[src/rtl/tick_period_mon_if.sv]
// Tick period monitor bus: tick/clear in, measured statistics out.
// Optional TPM_AVG_EN adds the averaging-window sum outputs.
interface tpm_if #(
  parameter int CNT_W = 8
);
  logic             tick_in;
  logic             clr;
  logic [CNT_W-1:0] period_last;
  logic [CNT_W-1:0] period_min;
  logic [CNT_W-1:0] period_max;
  logic             period_vld;
  logic [15:0]      tick_count;
  logic             err_timeout;
`ifdef TPM_AVG_EN
  logic [CNT_W+7:0] period_sum;
  logic             sum_vld;

  modport master (
    output tick_in, clr,
    input  period_last, period_min, period_max,
    input  period_vld, tick_count, err_timeout,
    input  period_sum, sum_vld
  );
  modport slave (
    input  tick_in, clr,
    output period_last, period_min, period_max,
    output period_vld, tick_count, err_timeout,
    output period_sum, sum_vld
  );
`else
  modport master (
    output tick_in, clr,
    input  period_last, period_min, period_max,
    input  period_vld, tick_count, err_timeout
  );
  modport slave (
    input  tick_in, clr,
    output period_last, period_min, period_max,
    output period_vld, tick_count, err_timeout
  );
`endif
endinterface

[src/rtl/tick_period_mon.sv]
// Measures intervals between tick pulses, tracks min/max/count, flags loss.
// Define TPM_AVG_EN to add a summed window of AVG_N intervals.
module tick_period_mon #(
  parameter int CNT_W      = 8,
  parameter int MAX_PERIOD = 200,
  parameter int AVG_N      = 10
) (
  input  logic  clk,
  input  logic  rst_n,
  tpm_if.slave  bus
);

  typedef enum logic [1:0] {
    IDLE,
    ARMED,
    LOST
  } state_e;

  localparam logic [CNT_W-1:0] MAXP = CNT_W'(MAX_PERIOD);
  localparam logic [CNT_W-1:0] ONE  = CNT_W'(1);
  localparam logic [CNT_W-1:0] ONES = '1;

  state_e           state_q;
  logic [CNT_W-1:0] cnt_q;
  logic [CNT_W-1:0] last_q;
  logic [CNT_W-1:0] min_q;
  logic [CNT_W-1:0] max_q;
  logic             vld_q;
  logic [15:0]      tcnt_q;
  logic             err_q;

  logic [CNT_W-1:0] min_d;
  logic [CNT_W-1:0] max_d;
  logic [15:0]      tcnt_d;
  logic             meas;
  logic             tmo;

  assign min_d  = (cnt_q < min_q) ? cnt_q : min_q;
  assign max_d  = (cnt_q > max_q) ? cnt_q : max_q;
  assign tcnt_d = (tcnt_q == 16'hFFFF) ? tcnt_q
                                       : tcnt_q + 16'd1;

  assign meas = !bus.clr && state_q == ARMED
             && bus.tick_in;
  assign tmo  = !bus.clr && state_q == ARMED
             && !bus.tick_in && cnt_q == MAXP;

  always_ff @(posedge clk or negedge rst_n) begin
    if (!rst_n) begin
      state_q <= IDLE;
      cnt_q   <= '0;
      last_q  <= '0;
      min_q   <= ONES;
      max_q   <= '0;
      vld_q   <= 1'b0;
      tcnt_q  <= '0;
      err_q   <= 1'b0;
    end else begin
      vld_q <= 1'b0;
      if (bus.clr) begin
        state_q <= IDLE;
        cnt_q   <= '0;
        last_q  <= '0;
        min_q   <= ONES;
        max_q   <= '0;
        tcnt_q  <= '0;
        err_q   <= 1'b0;
      end else begin
        case (state_q)
          IDLE: begin
            if (bus.tick_in) begin
              state_q <= ARMED;
              cnt_q   <= ONE;
            end
          end
          ARMED: begin
            if (bus.tick_in) begin
              last_q <= cnt_q;
              min_q  <= min_d;
              max_q  <= max_d;
              tcnt_q <= tcnt_d;
              vld_q  <= 1'b1;
              cnt_q  <= ONE;
            end else if (cnt_q == MAXP) begin
              // cnt holds so the stalled count stays observable
              state_q <= LOST;
              err_q   <= 1'b1;
            end else begin
              cnt_q <= cnt_q + ONE;
            end
          end
          LOST: begin
            if (bus.tick_in) begin
              state_q <= ARMED;
              cnt_q   <= ONE;
            end
          end
          default: state_q <= IDLE;
        endcase
      end
    end
  end

  assign bus.period_last = last_q;
  assign bus.period_min  = min_q;
  assign bus.period_max  = max_q;
  assign bus.period_vld  = vld_q;
  assign bus.tick_count  = tcnt_q;
  assign bus.err_timeout = err_q;

`ifdef TPM_AVG_EN
  localparam int WIN_W = $clog2(AVG_N) + 1;
  localparam logic [WIN_W-1:0] WIN_LAST = WIN_W'(AVG_N - 1);

  logic [CNT_W+7:0] acc_q;
  logic [CNT_W+7:0] acc_d;
  logic [WIN_W-1:0] win_q;
  logic [CNT_W+7:0] sum_q;
  logic             svld_q;

  assign acc_d = acc_q + {8'd0, cnt_q};

  always_ff @(posedge clk or negedge rst_n) begin
    if (!rst_n) begin
      acc_q  <= '0;
      win_q  <= '0;
      sum_q  <= '0;
      svld_q <= 1'b0;
    end else begin
      svld_q <= 1'b0;
      if (bus.clr) begin
        acc_q <= '0;
        win_q <= '0;
        sum_q <= '0;
      end else if (tmo) begin
        acc_q <= '0;
        win_q <= '0;
      end else if (meas) begin
        if (win_q == WIN_LAST) begin
          sum_q  <= acc_d;
          svld_q <= 1'b1;
          acc_q  <= '0;
          win_q  <= '0;
        end else begin
          acc_q <= acc_d;
          win_q <= win_q + WIN_W'(1);
        end
      end
    end
  end

  assign bus.period_sum = sum_q;
  assign bus.sum_vld    = svld_q;
`else
  logic unused_ok;
  assign unused_ok = tmo ^ meas;
`endif

endmodule

[src/flat_wrapper.sv]
// flat-port wrapper written by rule: the top's interface ports become plain ports
module tick_period_mon_flat 
#(
  parameter int CNT_W      = 8,
  parameter int MAX_PERIOD = 200,
  parameter int AVG_N      = 10
)
  (clk, rst_n, bus_tick_in, bus_clr, bus_period_last, bus_period_min, bus_period_max, bus_period_vld, bus_tick_count, bus_err_timeout);
  tpm_if #(.CNT_W(CNT_W)) bus_i ();
  input  logic clk;
  input  logic rst_n;
  input wire logic [$bits(bus_i.tick_in)-1:0] bus_tick_in;
  input wire logic [$bits(bus_i.clr)-1:0] bus_clr;
  output wire logic [$bits(bus_i.period_last)-1:0] bus_period_last;
  output wire logic [$bits(bus_i.period_min)-1:0] bus_period_min;
  output wire logic [$bits(bus_i.period_max)-1:0] bus_period_max;
  output wire logic [$bits(bus_i.period_vld)-1:0] bus_period_vld;
  output wire logic [$bits(bus_i.tick_count)-1:0] bus_tick_count;
  output wire logic [$bits(bus_i.err_timeout)-1:0] bus_err_timeout;
  assign bus_i.tick_in = bus_tick_in;
  assign bus_i.clr = bus_clr;
  assign bus_period_last = bus_i.period_last;
  assign bus_period_min = bus_i.period_min;
  assign bus_period_max = bus_i.period_max;
  assign bus_period_vld = bus_i.period_vld;
  assign bus_tick_count = bus_i.tick_count;
  assign bus_err_timeout = bus_i.err_timeout;
  tick_period_mon #(.CNT_W(CNT_W), .MAX_PERIOD(MAX_PERIOD), .AVG_N(AVG_N)) u_core (.clk(clk), .rst_n(rst_n), .bus(bus_i));
endmodule
[config.mk]
export PLATFORM = sky130hd
export DESIGN_NAME = tick_period_mon_flat
export DESIGN_NICKNAME = d
export VERILOG_FILES = /design/src/rtl/tick_period_mon_if.sv /design/src/rtl/tick_period_mon.sv /design/src/flat_wrapper.sv
export SDC_FILE = /design/constraint.sdc
export NUM_CORES = 1
export LEC_CHECK = 0
export ABC_AREA = 1
export CAP_MARGIN = 0
export CORE_MARGIN = 2
export CORE_UTILIZATION = 59
export DETAILED_ROUTE_END_ITERATION = 12
export PLACE_DENSITY = 0.95
export SYNTH_ARGS = -nofsm -noshare
export SYNTH_HDL_FRONTEND = slang
export SYNTH_SLANG_ARGS = --single-unit
[constraint.sdc]
create_clock -name clk -period 2.4 [get_ports clk]
set_input_delay 0.48 -clock clk [delete_from_list [all_inputs] [get_ports clk]]
set_output_delay 0.48 -clock clk [all_outputs]
set_load 0.05 [all_outputs]
==> images/pdn.png <==
Bar = 20 um. Pins as bars on the die edge.
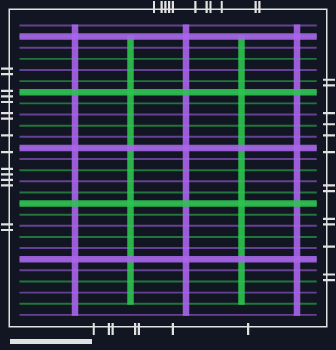
[green] VDD
[purple] VSS
rows: 26
met5 straps: 5
signal pins: 46

==> impl_metrics.tcl <==
# flow metrics
set metrics [dict create \
    lay_top_cells "126 x sky130_fd_sc_hd__nand2_1, 44 x sky130_fd_sc_hd__clkdlybuf4s50_1, 44 x sky130_fd_sc_hd__dfrtp_1" \
    finalWorstSetupSlack_ns 0.231 \
    outcome "finished clean" \
    synth_flop_count 52 \
    postCtsResizedCells 0 \
    core.rowCount 26 \
    crit_path_max_incr_delay_ns 0.80 \
    final_net_count 491 \
    postSynthSeqShare_pct 41.5 \
    finalHoldViolations 0 \
    fp.dieW_um 77.2 \
    cts_post_setup_buffers_inserted 0 \
    grt_pass1_wl_um 13200 \
    overflow 0 \
    report.final.slew_viol_count 0 \
    place.detailed.hpwl_um 5850 \
    non_clock_inverter_count 48 \
    worstPathRequired_ns 1.92 \
    clk_latency_ns 0.32 \
    syn_area_um2 3160 \
    pin_count_of_the_biggest_net_entering_global_routing 53 \
    crit_slowest_cell "sky130_fd_sc_hd__clkdlybuf4s50_1" \
    crit_chain "clkdlybuf4s50_1" \
    power_leakage_nw 1.85 \
    final.setup_skew_ns 0.0180 \
    setup.worst_path.end_class "output pin" \
    buffers 54 \
    cts_tree "built" \
    cp.arrival_ns 1.69 \
    comb_cells 308 \
    critPathMaxFanout 3 \
    nClkBuffers 5 \
    hold_path_class "input pin to async pin" \
    yosysUniqueCellTypes 32 \
    xor_area_share_pct 2.77 \
    gate_count_after_technology_mapping 417 \
    logic_family "simple AND/OR/NAND/NOR gates" \
    dr_total_vias 3023 \
    die_y_um 77.2 \
    cts_max_path_buffers 2 \
    critical_path_startpoint_category "flop" \
    vias_per_cell 5.60 \
    final_critical_path_required_period_ns 2.17 \
    unrepaired_setup_endpoints_after_global_routing "no" \
    cts_inserted_buffers 5 \
    synth-cells-yosys 417 \
]
==> images/cell_classes.png <==
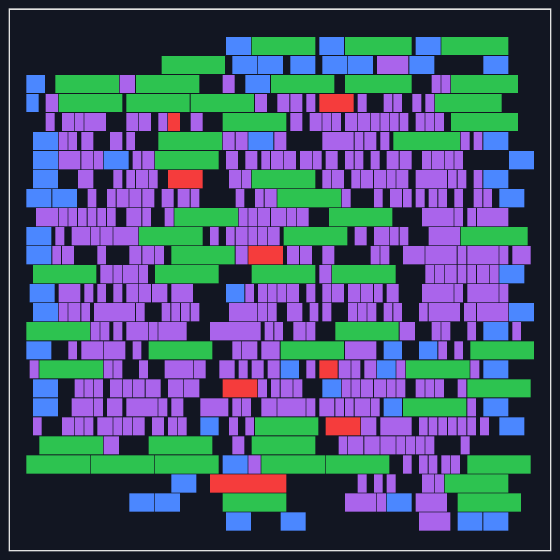
[green] flip-flops | cells: 52 | share of their area: 35%
[red] clock drivers and dummy loads | cells: 8 | share of their area: 3.0%
[blue] other buffers and delay cells | cells: 54 | share of their area: 14%
[purple] all other logic | cells: 356 | share of their area: 48%

## metrics by stage
step | instances | hold WS, ns | power (W) | cell area, um^2
after floorplan | 417 | 0.184 | 0.00153 | 3160
after global placement | 532 | 0.459 | 0.00173 | 3710
after detailed placement | 532 | 0.464 | 0.00175 | 3710
after CTS | 540 | 0.293 | 0.00235 | 3820
after global routing | 540 | 0.324 | 0.00245 | 3820
final | 540 | 0.266 | 0.00235 | 3820
## worst register-to-register path, stage by stage, from the launching register on
cell and delay [ns]:
sky130_fd_sc_hd__dfrtp_1 0.52, sky130_fd_sc_hd__ha_1 0.38, sky130_fd_sc_hd__nand2_1 0.07, sky130_fd_sc_hd__nand2_1 0.05, sky130_fd_sc_hd__nand2_1 0.04, sky130_fd_sc_hd__nand2_1 0.05
sky130_fd_sc_hd__nand2_1 0.04, sky130_fd_sc_hd__nand2_1 0.13, sky130_fd_sc_hd__nand2_1 0.07, sky130_fd_sc_hd__nand2_1 0.13, sky130_fd_sc_hd__nand2_1 0.19, sky130_fd_sc_hd__nand2_1 0.11
sky130_fd_sc_hd__nand2_1 0.05
## metal layers
layer / vias to the layer above / share of wire [%] / track usage (%)
li1: 1450 / - / -
met1: 1416 / 40 / 33.0
met2: 131 / 50 / 48.5
met3: 26 / 6.2 / 3.76
met4: 0 / 3.5 / 12.0
met5: - / 0 / 0
## cell usage after synthesis (all sizes together)
cell | count | area [um^2]
a21boi | 1 | 11.3
a21o | 1 | 7.51
a21oi | 5 | 25.0
a31oi | 1 | 6.26
and2 | 1 | 6.26
buf | 5 | 40.0
clkbuf | 4 | 15.0
dfrtp | 44 | 1100
dfstp | 8 | 210
ha | 18 | 225
inv | 48 | 180
nand2 | 132 | 510
nand3 | 38 | 190
nand3b | 1 | 7.51
nand4 | 12 | 75.1
nor2 | 40 | 204
nor3 | 13 | 81.3
o21ai | 33 | 165
o31ai | 1 | 7.51
or2 | 1 | 6.26
xnor2 | 1 | 8.76
xor2 | 9 | 78.8
## sequential cells by signal, indices dropped and copies added (netlist names)
name                    flops
u_core.bus.err_timeout      1
u_core.bus.period_last      8
u_core.bus.period_max       8
u_core.bus.period_min       8
u_core.bus.period_vld       1
u_core.bus.tick_count      16
u_core.cnt_q                8
u_core.state_q              2
## worst paths after layout
path / slack, ns / depth (start not counted) / end / start
worst max-delay path: 0.23 / 1 / bus_period_min[5] / u_core.bus.period_min[5]
worst min-delay path: 0.27 / 2 / u_core.bus.period_last[0] / rst_n
worst max register to register: 0.47 / 12 / u_core.bus.period_max[4] / u_core.cnt_q[1]
worst min register to register: 0.48 / 2 / u_core.bus.period_min[1] / u_core.bus.period_min[1]
max in group asynchronous: 1.68 / 2 / u_core.cnt_q[0] / rst_n
min in group clk: 0.48 / 2 / u_core.bus.period_min[1] / u_core.bus.period_min[1]
## report_power, final
part | switching (W) | leakage [nW] | internal [W] | total (W)
Sequential | 0.0000694 | 0.692 | 0.000964 | 0.00103
Combinational | 0.000491 | 1.11 | 0.000212 | 0.000703
Clock | 0.000303 | 0.0541 | 0.000309 | 0.000612
Power and IR drop assume default switching activity.
